## config.mk

```make
export PLATFORM = sky130hd
export DESIGN_NAME = sound_scheduler
export DESIGN_NICKNAME = d
export VERILOG_FILES = /design/src/rtl/sound_pkg.sv /design/src/rtl/sound_scheduler_tick_gen.sv /design/src/rtl/sound_scheduler.sv
export SDC_FILE = /design/constraint.sdc
export NUM_CORES = 1
export LEC_CHECK = 0
export CAP_MARGIN = 0
export CORE_UTILIZATION = 54
export DETAILED_ROUTE_END_ITERATION = 10
export PLACE_DENSITY_LB_ADDON = 0.3
export SLEW_MARGIN = 40
export SYNTH_ARGS = -nofsm -noshare
export SYNTH_HDL_FRONTEND = slang
export SYNTH_SLANG_ARGS = --single-unit
```

## constraint.sdc

```tcl
create_clock -name clk -period 3.35 [get_ports clk]
set_input_delay 0.8375 -clock clk [delete_from_list [all_inputs] [get_ports clk]]
set_output_delay 0.8375 -clock clk [all_outputs]
set_load 0.01 [all_outputs]
```

## src/rtl/sound_pkg.sv

```systemverilog
// Shared constants and state encoding for the sound scheduler.
package sound_pkg;

    localparam logic [1:0] SRC_CRASH = 2'd0;
    localparam logic [1:0] SRC_JUMP  = 2'd1;
    localparam logic [1:0] SRC_SCORE = 2'd2;
    localparam int         NUM_SRC   = 3;
    localparam logic [7:0] MIDSCALE  = 8'h80;

    typedef enum logic {
        IDLE = 1'b0,
        PLAY = 1'b1
    } state_t;

endpackage

```

## src/rtl/sound_scheduler_tick_gen.sv

```systemverilog
// Free-running sample-rate divider: one-clock tick every DIV clocks.
module sample_tick_gen #(
    parameter int DIV = 3125
) (
    input  logic clk,
    input  logic reset,
    output logic tick
);

    localparam int            CW   = (DIV > 1) ? $clog2(DIV) : 1;
    localparam logic [CW-1:0] LAST = CW'(DIV - 1);

    logic [CW-1:0] count;

    // Count 0..DIV-1 and wrap; only reset disturbs the phase.
    always_ff @(posedge clk) begin
        if (reset) begin
            count <= '0;
        end else if (count == LAST) begin
            count <= '0;
        end else begin
            count <= count + 1'b1;
        end
    end

    assign tick = (count == LAST);

endmodule

```

## src/rtl/sound_scheduler.sv

```systemverilog
// Fixed-priority sound effect scheduler feeding one shared sample ROM
// and one PWM. Requests are edge-triggered and latched until started.
//
// state | meaning
// IDLE  | no sound playing, music_data parked at midscale
// PLAY  | stepping through the ROM range of cur_src, one sample per tick
module sound_scheduler
    import sound_pkg::*;
#(
    parameter int CLK_HZ    = 25_000_000,
    parameter int SAMPLE_HZ = 8000,
    parameter int ADDR_W    = 12,
    parameter int BASE0     = 0,
    parameter int BASE1     = 1024,
    parameter int BASE2     = 2048,
    parameter int LEN0      = 1024,
    parameter int LEN1      = 1024,
    parameter int LEN2      = 512
) (
    input  logic              clk,
    input  logic              reset,
    input  logic [2:0]        snd_req,
    input  logic [3:0]        rom_data,
    output logic [ADDR_W-1:0] rom_addr,
    output logic [7:0]        music_data,
    output logic              playing,
    output logic [1:0]        cur_src,
    output logic              done
);

    localparam int DIV = CLK_HZ / SAMPLE_HZ;

    logic               tick;
    logic [NUM_SRC-1:0] req_q;
    logic [NUM_SRC-1:0] pending;
    logic [NUM_SRC-1:0] pend_set;
    logic [NUM_SRC-1:0] pend_clr;
    logic               any_pend;
    logic [1:0]         sel;

    state_t             state, state_nxt;
    logic [ADDR_W-1:0]  offset, offset_nxt;
    logic [ADDR_W-1:0]  rom_addr_nxt;
    logic [7:0]         music_nxt;
    logic               playing_nxt;
    logic [1:0]         cur_src_nxt;
    logic               done_nxt;
    logic               start;

    logic [7:0]         mag;
    logic [7:0]         conv_sample;
    logic [ADDR_W-1:0]  last_off;
    logic [ADDR_W-1:0]  sel_base;

    sample_tick_gen #(
        .DIV (DIV)
    ) u_tick (
        .clk   (clk),
        .reset (reset),
        .tick  (tick)
    );

    // Edge detect and request latch; a new edge wins over a same-cycle start.
    always_ff @(posedge clk) begin
        if (reset) begin
            req_q   <= '0;
            pending <= '0;
        end else begin
            req_q   <= snd_req;
            pending <= (pending & ~pend_clr) | pend_set;
        end
    end

    assign pend_set = snd_req & ~req_q;
    assign any_pend = |pending;

    // Lowest index wins: crash over jump over score.
    always_comb begin
        sel = SRC_CRASH;
        if (pending[0]) begin
            sel = SRC_CRASH;
        end else if (pending[1]) begin
            sel = SRC_JUMP;
        end else if (pending[2]) begin
            sel = SRC_SCORE;
        end
    end

    // Sign-magnitude ROM word to offset-binary; range stays within 10h..F0h.
    always_comb begin
        mag         = {1'b0, rom_data[2:0], 4'b0000};
        conv_sample = rom_data[3] ? (MIDSCALE - mag) : (MIDSCALE + mag);
    end

    // Base address of the source about to start, last offset of the one playing.
    always_comb begin
        case (sel)
            SRC_CRASH: sel_base = ADDR_W'(BASE0);
            SRC_JUMP:  sel_base = ADDR_W'(BASE1);
            default:   sel_base = ADDR_W'(BASE2);
        endcase
        case (cur_src)
            SRC_CRASH: last_off = ADDR_W'(LEN0 - 1);
            SRC_JUMP:  last_off = ADDR_W'(LEN1 - 1);
            default:   last_off = ADDR_W'(LEN2 - 1);
        endcase
    end

    // Playback state and registered outputs.
    always_ff @(posedge clk) begin
        if (reset) begin
            state      <= IDLE;
            offset     <= '0;
            rom_addr   <= '0;
            music_data <= MIDSCALE;
            playing    <= 1'b0;
            cur_src    <= SRC_CRASH;
            done       <= 1'b0;
        end else begin
            state      <= state_nxt;
            offset     <= offset_nxt;
            rom_addr   <= rom_addr_nxt;
            music_data <= music_nxt;
            playing    <= playing_nxt;
            cur_src    <= cur_src_nxt;
            done       <= done_nxt;
        end
    end

    // Next-state logic; everything moves only on a sample tick.
    always_comb begin
        state_nxt    = state;
        offset_nxt   = offset;
        rom_addr_nxt = rom_addr;
        music_nxt    = music_data;
        playing_nxt  = playing;
        cur_src_nxt  = cur_src;
        done_nxt     = 1'b0;
        start        = 1'b0;
        pend_clr     = '0;

        if (tick) begin
            case (state)
                IDLE: begin
                    music_nxt = MIDSCALE;
                    if (any_pend) begin
                        start = 1'b1;
                    end
                end
                PLAY: begin
                    music_nxt = conv_sample;
                    if (any_pend && (sel <= cur_src)) begin
                        // Equal or higher priority preempts; includes retrigger.
                        start = 1'b1;
                    end else if (offset == last_off) begin
                        done_nxt = 1'b1;
                        if (any_pend) begin
                            start = 1'b1;
                        end else begin
                            state_nxt   = IDLE;
                            playing_nxt = 1'b0;
                        end
                    end else begin
                        offset_nxt   = offset + 1'b1;
                        rom_addr_nxt = rom_addr + 1'b1;
                    end
                end
                default: begin
                    state_nxt = IDLE;
                end
            endcase
        end

        if (start) begin
            state_nxt    = PLAY;
            cur_src_nxt  = sel;
            offset_nxt   = '0;
            rom_addr_nxt = sel_base;
            playing_nxt  = 1'b1;
            pend_clr     = 3'b001 << sel;
        end
    end

endmodule

```

==> qor.yml <==
synthesis:
  postSynth.topFlopCell: "dfxtp_1"
  post_synth_edffs: 0
  postSynthSeqShare_pct: 42.41
  area_figure_in_the_yosys_stat_output_um2: 2407
  syn_warnings: 0
clock_network:
  tritoncts_clock_tree: "done"
  clockRootBuffer: "clkbuf_8"
  ctsHtreeMaxLevel: 2
hold_path:
  hp-start: "req_q[1]"
  timing.hold.worst.class: "register to register"
placed_design:
  placed_cell_area_um2: 2721
  port_buffers: 28
  finalWeightedCongestion: 0.7779
power:
  power.net_switching_mw: 0.2423
  power_frac_comb_pct: 5.6
  internal-power_mw: 0.8835
timing:
  hold_viol: 0
  max_freq_mhz: 336.8
  final.period_utilization_pct: 88.63
  setup_viol: 0
  grt_setup_unrepaired: "false"
  fin_ws_ps: 381.0
  timing.slew.headroom_pct: 47.32
die:
  num_rows: 23
status:
  outcome: "complete, no violations"
critical_path:
  r2r_setup_slack_ps: 380
  timing.rr.start: "u_tick.count[6]"
  timing.critical_path.fanout_max: 32
  timing.reg2reg.worst_path_depth: 5
finish:
  insertedDiodeCount: 0
  layout_top_cells_excl_fill_tap: "dfxtp_1 (51), nand2_1 (28), clkdlybuf4s50_1 (28), nor2_1 (23), a21oi_1 (23)"
flow_run:
  cap_violations: 0
routing:
  drc: 0
global_route:
  first_global_vias: 1750
## synth_stat cells, types with 2 or more instances
cell type  instances  area, um2
a21oi_1           23      115.1
buf_2              2      10.01
xnor2_1            9      78.83
xor2_1             7      61.31
a2111oi_0          2      17.52
nand2_1           28      105.1
and4_1             3      26.28
buf_4              4      30.03
and2_1             2      12.51
o21ai_0           15      75.07
dfxtp_1           51       1021
ha_1               7      87.58
or2_2              2      12.51
o311ai_0           2      17.52
or4_1              6      45.04
nor3_1             2      10.01
clkbuf_1           7      26.28
o211ai_1           2      15.01
mux2i_1            2      20.02
inv_1             14      52.55
o31ai_1            6      45.04
nand2b_1           2      12.51
nor2b_1            3      18.77
a211oi_1           4      30.03
nand4_1            9      56.30
or3_1             11      68.82
nor2_1            23      86.33
nand3_1           12      60.06
## routing by layer
layer,vias up,wire length [um],GRT usage [%]
met4,0,94,8.418
met5,-,0,0
met2,47,2101,35.05
met1,940,2308,29.01
met3,10,195,6.086
li1,1060,-,-
## flip-flops by register name, indices dropped and copies added, names as in the netlist, 2 cells and up
signal,cells
offset,12
rom_addr,12
u_tick.count,12
music_data,4
pending,3
req_q,3
cur_src,2
## cell type report
type | instances | area, um2
flip-flops and latches | 51 | 1021
clock buffers | 6 | 82.58
clock inverters | 2 | 35.03
well taps | 50 | 62.56
fillers | 339 | 1300
inverters | 15 | 56.30
multi-input cells | 203 | 1264
repair buffers | 34 | 322.8
## cells by family after synthesis
logic type	share of synthesized area, %
simple gates	24.53
compound gates	17.05
flops	42.41
buf+inv	5.561
xor+xnor	5.821
fa+ha+maj	3.638
mux	0.8316
other cells	0.1558
## worst max-delay path, stage by stage, from the launching register on
cell     delay [ps]
dfxtp_1         380
or4b_4          550
or4_4           620
a211o_1         570
or4_1           620
a21oi_1         160
Fig. 1: met3 routing
The bar under the picture is 20 um long.
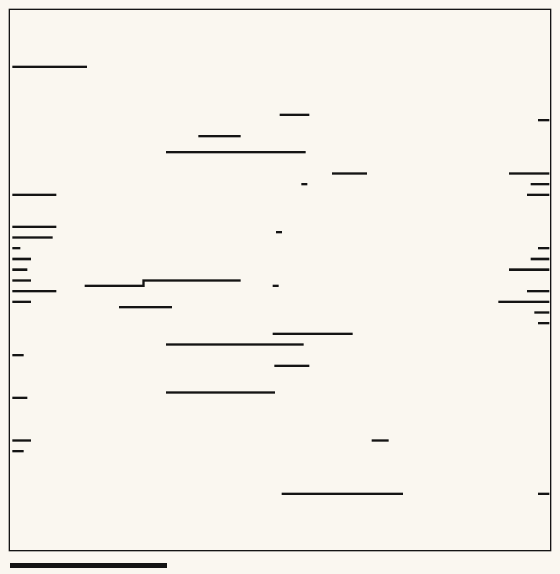
- longest straight run: 17.5 um
- wire length on this layer: 195 um
- main direction: horizontal
- nets with wire on the layer: 35
- share of all routed wire: 4.2%

Fig. 2: wires at chosen ports, followed through buffers
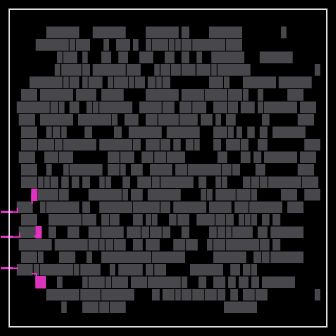
- magenta: snd_req (direction input; edge west; end cells 3; buffers 3; wire 12.8 um)

Fig. 3: placement density heat map
7 x 7 tiles, from black (low) to pale yellow (high), 0 to 100% covered.
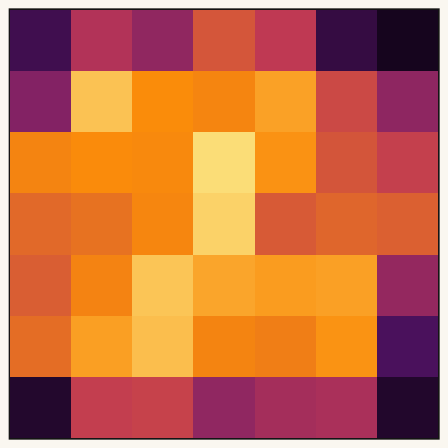
- fullest tile: 93%
- tiles over 75% full: 25%
- emptiest ninth of the die: north-east
- mean over tiles: 59%
- densest ninth of the die: centre
final cell utilization of the core: 68.63%
Core Region: 4144 um2
share of the core filled by cells before placement: 58.09%

Fig. 4: gate-type map
The bar under the picture is 20 um long.
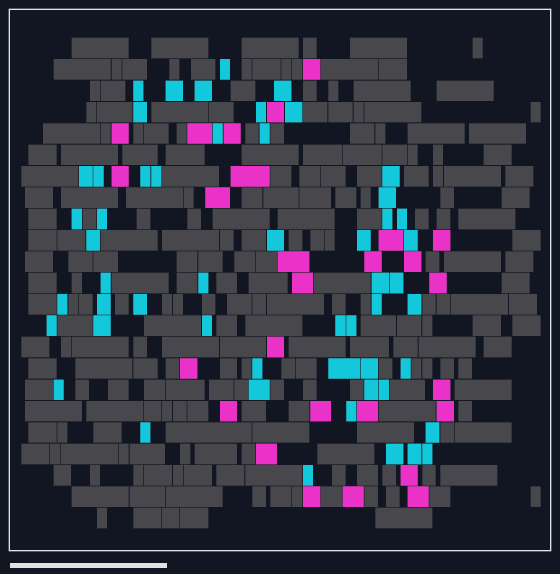
- magenta: and/or cells (cells 27)
- cyan: nand cells (cells 53)
Commonest Layout Cell: dfxtp_1
Final Instance Count excl. Fillers: 361

Power and IR drop assume default switching activity.
